## src/rtl/signal_frame_serializer_pkg.sv

```systemverilog
// Shared definitions for the frame serializer.
//   WORD_SIZE / N_POINTS / IDX_W : word width, samples per frame, index width
//   FRAME_W                      : width of one flat frame bus (re or im)
//   state_t                      : controller state encoding
//   slice_lsb(k)                 : bit offset of sample k inside a flat frame bus
package signal_frame_serializer_pkg;

    localparam int WORD_SIZE = 16;
    localparam int N_POINTS  = 16;
    localparam int IDX_W     = 4;
    localparam int FRAME_W   = N_POINTS * WORD_SIZE;

    typedef enum logic {
        IDLE   = 1'b0,
        STREAM = 1'b1
    } state_t;

    function automatic int slice_lsb(input int k);
        return k * WORD_SIZE;
    endfunction

endpackage

```

## src/rtl/signal_frame_serializer_if.sv

```systemverilog
// Frame-in / sample-out bundle of the serializer.
//   frame_valid, frame_re, frame_im, frame_ready : parallel frame capture side
//   out_valid, out_ready, out_re, out_im,
//   out_idx, out_last                            : streamed sample side
//   overflow, clear_ovf                          : sticky drop flag and its clear
// slave modport is the serializer; master modport is its environment.
interface signal_frame_serializer_if;
    import signal_frame_serializer_pkg::*;

    logic                   frame_valid;
    logic [FRAME_W-1:0]     frame_re;
    logic [FRAME_W-1:0]     frame_im;
    logic                   frame_ready;
    logic                   out_valid;
    logic                   out_ready;
    logic [WORD_SIZE-1:0]   out_re;
    logic [WORD_SIZE-1:0]   out_im;
    logic [IDX_W-1:0]       out_idx;
    logic                   out_last;
    logic                   overflow;
    logic                   clear_ovf;

    modport slave (
        input  frame_valid, frame_re, frame_im, out_ready, clear_ovf,
        output frame_ready, out_valid, out_re, out_im, out_idx, out_last, overflow
    );

    modport master (
        output frame_valid, frame_re, frame_im, out_ready, clear_ovf,
        input  frame_ready, out_valid, out_re, out_im, out_idx, out_last, overflow
    );

endinterface

```

## src/rtl/signal_frame_serializer_frame_capture_bank.sv

```systemverilog
// Capture buffer for one complex frame.
//   clk, rst_n         : clock, async active-low reset (buffer clears to zero)
//   load               : capture all samples of frame_re / frame_im
//   frame_re, frame_im : flat frame buses, sample k at [k*WORD_SIZE +: WORD_SIZE]
//   rd_idx             : registered sample index driven by the controller
//   rd_re, rd_im       : selected sample
module signal_frame_serializer_frame_capture_bank
    import signal_frame_serializer_pkg::*;
(
    input  logic                 clk,
    input  logic                 rst_n,
    input  logic                 load,
    input  logic [FRAME_W-1:0]   frame_re,
    input  logic [FRAME_W-1:0]   frame_im,
    input  logic [IDX_W-1:0]     rd_idx,
    output logic [WORD_SIZE-1:0] rd_re,
    output logic [WORD_SIZE-1:0] rd_im
);

    logic [WORD_SIZE-1:0] re_q [N_POINTS];
    logic [WORD_SIZE-1:0] im_q [N_POINTS];

    always_ff @(posedge clk or negedge rst_n) begin
        if (!rst_n) begin
            for (int k = 0; k < N_POINTS; k++) begin
                re_q[k] <= '0;
                im_q[k] <= '0;
            end
        end else if (load) begin
            for (int k = 0; k < N_POINTS; k++) begin
                re_q[k] <= frame_re[slice_lsb(k) +: WORD_SIZE];
                im_q[k] <= frame_im[slice_lsb(k) +: WORD_SIZE];
            end
        end
    end

    // rd_idx comes straight from a register, so the read data depends on
    // state only and never on this cycle's inputs.
    assign rd_re = re_q[rd_idx];
    assign rd_im = im_q[rd_idx];

endmodule

```

## src/rtl/signal_frame_serializer.sv

```systemverilog
// Captures a 16-point complex frame on a strobe and streams it out one
// sample per cycle (index 0..15) over a valid/ready handshake.
//   clk, rst_n : system clock, async active-low reset
//   bus        : slave side of signal_frame_serializer_if
//
// state  | meaning
// IDLE   | buffer free, frame_ready=1, out_valid=0
// STREAM | presenting buffer[idx]; a new frame is accepted only alongside
//        | the transfer of sample 15
module signal_frame_serializer
    import signal_frame_serializer_pkg::*;
(
    input  logic                      clk,
    input  logic                      rst_n,
    signal_frame_serializer_if.slave  bus
);

    localparam logic [IDX_W-1:0] LAST_IDX = IDX_W'(N_POINTS - 1);

    state_t             state_q, state_d;
    logic [IDX_W-1:0]   idx_q, idx_d;
    logic               ovf_q, ovf_d;
    logic               load;
    logic               streaming;
    logic               at_last;
    logic               xfer;
    logic               frame_ready;
    logic               drop;

    assign streaming   = (state_q == STREAM);
    assign at_last     = (idx_q == LAST_IDX);
    assign xfer        = streaming & bus.out_ready;
    assign frame_ready = (state_q == IDLE) | (streaming & at_last & bus.out_ready);
    assign drop        = bus.frame_valid & ~frame_ready;

    always_ff @(posedge clk or negedge rst_n) begin
        if (!rst_n) begin
            state_q <= IDLE;
            idx_q   <= '0;
            ovf_q   <= 1'b0;
        end else begin
            state_q <= state_d;
            idx_q   <= idx_d;
            ovf_q   <= ovf_d;
        end
    end

    always_comb begin
        state_d = state_q;
        idx_d   = idx_q;
        load    = 1'b0;
        case (state_q)
            IDLE: begin
                if (bus.frame_valid) begin
                    load    = 1'b1;
                    idx_d   = '0;
                    state_d = STREAM;
                end
            end
            STREAM: begin
                if (xfer) begin
                    if (!at_last) begin
                        idx_d = idx_q + 1'b1;
                    end else begin
                        idx_d = '0;
                        // A frame arriving with the last transfer is chained
                        // without a bubble.
                        if (bus.frame_valid) begin
                            load = 1'b1;
                        end else begin
                            state_d = IDLE;
                        end
                    end
                end
            end
        endcase
    end

    // A drop in the same cycle as clear_ovf must leave the flag set.
    always_comb begin
        ovf_d = ovf_q;
        if (drop) begin
            ovf_d = 1'b1;
        end else if (bus.clear_ovf) begin
            ovf_d = 1'b0;
        end
    end

    signal_frame_serializer_frame_capture_bank u_bank (
        .clk      (clk),
        .rst_n    (rst_n),
        .load     (load),
        .frame_re (bus.frame_re),
        .frame_im (bus.frame_im),
        .rd_idx   (idx_q),
        .rd_re    (bus.out_re),
        .rd_im    (bus.out_im)
    );

    assign bus.frame_ready = frame_ready;
    assign bus.out_valid   = streaming;
    assign bus.out_idx     = idx_q;
    assign bus.out_last    = streaming & at_last;
    assign bus.overflow    = ovf_q;

endmodule

```

## src/flat_wrapper.sv

```systemverilog
// flat-port wrapper written by rule: the top's interface ports become plain ports
module signal_frame_serializer_flat import signal_frame_serializer_pkg::*;
  (clk, rst_n, bus_frame_valid, bus_frame_re, bus_frame_im, bus_out_ready, bus_clear_ovf, bus_frame_ready, bus_out_valid, bus_out_re, bus_out_im, bus_out_idx, bus_out_last, bus_overflow);
  signal_frame_serializer_if bus_i ();
  input  logic clk;
  input  logic rst_n;
  input wire logic [$bits(bus_i.frame_valid)-1:0] bus_frame_valid;
  input wire logic [$bits(bus_i.frame_re)-1:0] bus_frame_re;
  input wire logic [$bits(bus_i.frame_im)-1:0] bus_frame_im;
  input wire logic [$bits(bus_i.out_ready)-1:0] bus_out_ready;
  input wire logic [$bits(bus_i.clear_ovf)-1:0] bus_clear_ovf;
  output wire logic [$bits(bus_i.frame_ready)-1:0] bus_frame_ready;
  output wire logic [$bits(bus_i.out_valid)-1:0] bus_out_valid;
  output wire logic [$bits(bus_i.out_re)-1:0] bus_out_re;
  output wire logic [$bits(bus_i.out_im)-1:0] bus_out_im;
  output wire logic [$bits(bus_i.out_idx)-1:0] bus_out_idx;
  output wire logic [$bits(bus_i.out_last)-1:0] bus_out_last;
  output wire logic [$bits(bus_i.overflow)-1:0] bus_overflow;
  assign bus_i.frame_valid = bus_frame_valid;
  assign bus_i.frame_re = bus_frame_re;
  assign bus_i.frame_im = bus_frame_im;
  assign bus_i.out_ready = bus_out_ready;
  assign bus_i.clear_ovf = bus_clear_ovf;
  assign bus_frame_ready = bus_i.frame_ready;
  assign bus_out_valid = bus_i.out_valid;
  assign bus_out_re = bus_i.out_re;
  assign bus_out_im = bus_i.out_im;
  assign bus_out_idx = bus_i.out_idx;
  assign bus_out_last = bus_i.out_last;
  assign bus_overflow = bus_i.overflow;
  signal_frame_serializer u_core (.clk(clk), .rst_n(rst_n), .bus(bus_i));
endmodule
```

## config.mk

```make
export PLATFORM = sky130hd
export DESIGN_NAME = signal_frame_serializer_flat
export DESIGN_NICKNAME = d
export VERILOG_FILES = /design/src/rtl/signal_frame_serializer_pkg.sv /design/src/rtl/signal_frame_serializer_if.sv /design/src/rtl/signal_frame_serializer_frame_capture_bank.sv /design/src/rtl/signal_frame_serializer.sv /design/src/flat_wrapper.sv
export SDC_FILE = /design/constraint.sdc
export NUM_CORES = 1
export LEC_CHECK = 0
export CORE_MARGIN = 3
export CORE_UTILIZATION = 37
export CTS_BUF_LIST = sky130_fd_sc_hd__clkbuf_2
export DETAILED_ROUTE_END_ITERATION = 7
export PLACE_DENSITY = 0.61
export SYNTH_ARGS = -nofsm -noshare
export SYNTH_HDL_FRONTEND = slang
export SYNTH_HIERARCHICAL = 1
export SYNTH_SLANG_ARGS = --single-unit
```

## constraint.sdc

```tcl
create_clock -name clk -period 5 [get_ports clk]
set_input_delay 1.25 -clock clk [delete_from_list [all_inputs] [get_ports clk]]
set_output_delay 1.25 -clock clk [all_outputs]
set_load 0.005 [all_outputs]
```

==> flow_metrics.py <==
# Physical implementation metrics
metrics = {
    "cts": {
        "cts.sinks": 518,
        "numCtsBuffers": 144,
        "clockBufferDepth": 3,
        "path_clk_slew_ns": 0.11,
        "cts_tree": "built",
        "root_buffer": "clkbuf_2",
    },
    "worst_setup_path": {
        "slowest_delay_ns": 0.52,
        "crit_cells": 6,
        "reg2reg_from": "u_core/bus.out_idx[1]",
        "crit_family": "buffers and inverters",
        "worstPathCellList": "buf_12 > buf_6 > mux4_2 > a22oi_2 > nand2_1 > clkdlybuf4s50_1",
        "r2r_end": "u_core/u_bank/re_q[202]",
        "slowest_stage": "mux4_2",
        "end_kind": "output pin",
        "crit_end": "bus_out_re[13]",
        "crit_start": "u_core/bus.out_idx[0]",
        "path_class": "flop to output pin",
    },
    "logic_synthesis": {
        "compound_area_share_pct": 2.26,
        "synthTopCellsByCount": "dfrtp_1 (518), mux2_2 (512), mux4_2 (128)",
        "synth_xor_xnor_area_share_pct": 0,
        "syn_avg_cell_area_um2": 16.5,
        "syn_area_um2": 22900,
        "yosys.area_share.simple_pct": 1.04,
        "synth_cell_types": 23,
        "edf_count": 0,
        "yosysTopAreaCellShare_pct": 56.6,
        "synth_top_cell_by_area": "dfrtp_1",
        "ys.flop_type": "dfrtp_1",
    },
    "route": {
        "wirelength_um": 74100,
        "wl_met2_um": 36000,
        "drc": 0,
        "met1_length_um": 31300,
        "num_vias": 15300,
        "dr_wl_met3_um": 5240,
        "firstDrtPassIters": 4,
        "via_per_inst": 5.14,
        "dr.first_iter.drc_count": 705,
    },
    "grt": {
        "grt.total_usage_pct": 22.7,
        "busiest_layer": "met2",
        "antenna_found_initial": 37,
        "groute.layer.met1.usage_pct": 29.8,
        "grt_start_max_net_pins": 117,
        "grt_overflow": 0,
        "grt_pass1_vias": 16800,
        "grt_pass1_wl_um": 107000,
        "grt_use_met3_pct": 7.38,
    },
    "power_and_ir_drop": {
        "pg_seq_mw": 7.37,
        "p_int_mw": 12.3,
        "seqPwrFrac_pct": 40.0,
        "switching_share_pct": 33.3,
        "finalPower_mw": 18.4,
        "ir_drop_mv": 0.246,
        "p_per_area_nw_per_um2": 588,
        "comb_cell_power_mw": 8.02,
        "power_frac_comb_pct": 43.5,
    },
    "cells_and_area": {
        "syn_to_final_growth_pct": 36.7,
        "lay_top_cells": "clkdlybuf4s50_1 (553), dfrtp_1 (515), mux2_2 (512), clkbuf_2 (201), mux4_2 (128)",
        "comb_cells": 768,
        "lay_top_count": "clkdlybuf4s50_1",
        "sh_comb_area_pct": 30.6,
        "final_cell_area_um2": 31300,
        "sh_seq_area_pct": 41.5,
        "fillers": 5241,
        "flops": 518,
        "largest_class": "registers",
        "clk_share_pct": 4.03,
        "nets": 2581,
        "clkbuf_count": 201,
        "nNonClkInverters": 2,
    },
    "placed_design": {
        "placement.cell_area_um2": 29500,
        "io_buffers": 556,
        "gp_congestion": 0.855,
        "dp_hpwl_um": 53800,
    },
    "floorplanning": {
        "core_um2": 60800,
        "row_count": 90,
        "n_tap_cell": 782,
        "fp.dieH_um": 255,
    },
    "timing": {
        "tns_ns": 0,
        "tightest_slew_ns": 0.813,
        "hold_viol": 0,
        "setup_viol_count_final": 0,
        "fmax_mhz": 208,
    },
    "hold_path": {
        "hold_end": "u_core/u_bank/im_q[202]",
    },
    "job": {
        "openroad.warnings": 37,
        "cap_violations": 0,
    },
    "outcome": {
        "status": "finished, final reports clean",
    },
}
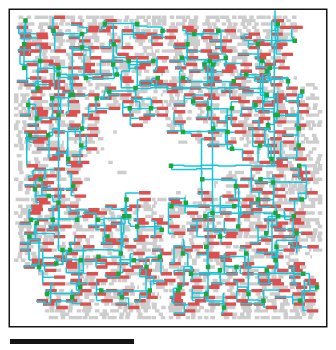
(images/clock_wires.png)
Scale bar: 100 µm.
[cyan] clock wires | length: 8030 µm
[red] flip-flops | count: 518
[green] clock-net drivers | count: 144
routed clock nets: 145
Layout Skew: 0.0723 ns
clock group share of total power: 16.4%
Late-Pin Clk Latency: 1.23 ns
clock network power: 3.02 mW

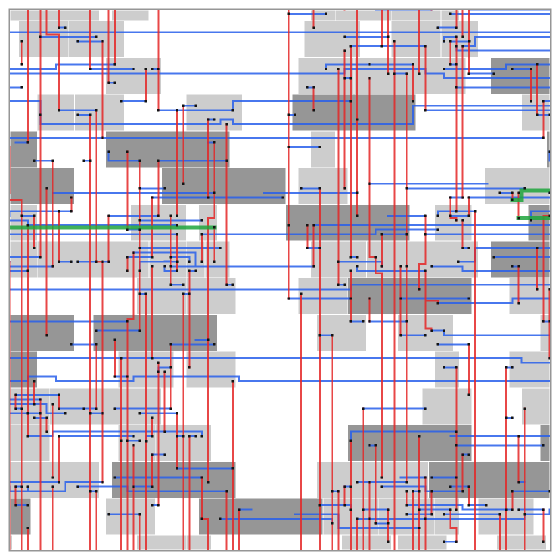
(images/closeup.png)
Window x 107 to 147, y 56 to 96 µm. Cells in grey, sequential cells in the stronger grey; small squares are vias.
[green] M3
[blue] M1
[red] M2
cells with their middle in the window: 61
most frequent: clkdlybuf4s50_1 (15), mux2_2 (15), dfrtp_1 (12)
netlist names of flops here include: `u_core/u_bank/im_q` (12)
sequential cells in the window: 12

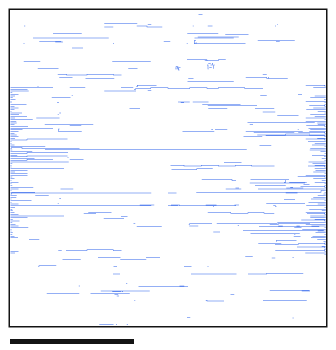
(images/m3.png)
Scale bar: 100 µm.
nets with wire on the layer: 270
wire length on this layer: 5240 µm
longest straight run: 162 µm
share of all routed wire: 7.1%
main direction: horizontal

Power and IR drop assume default switching activity.
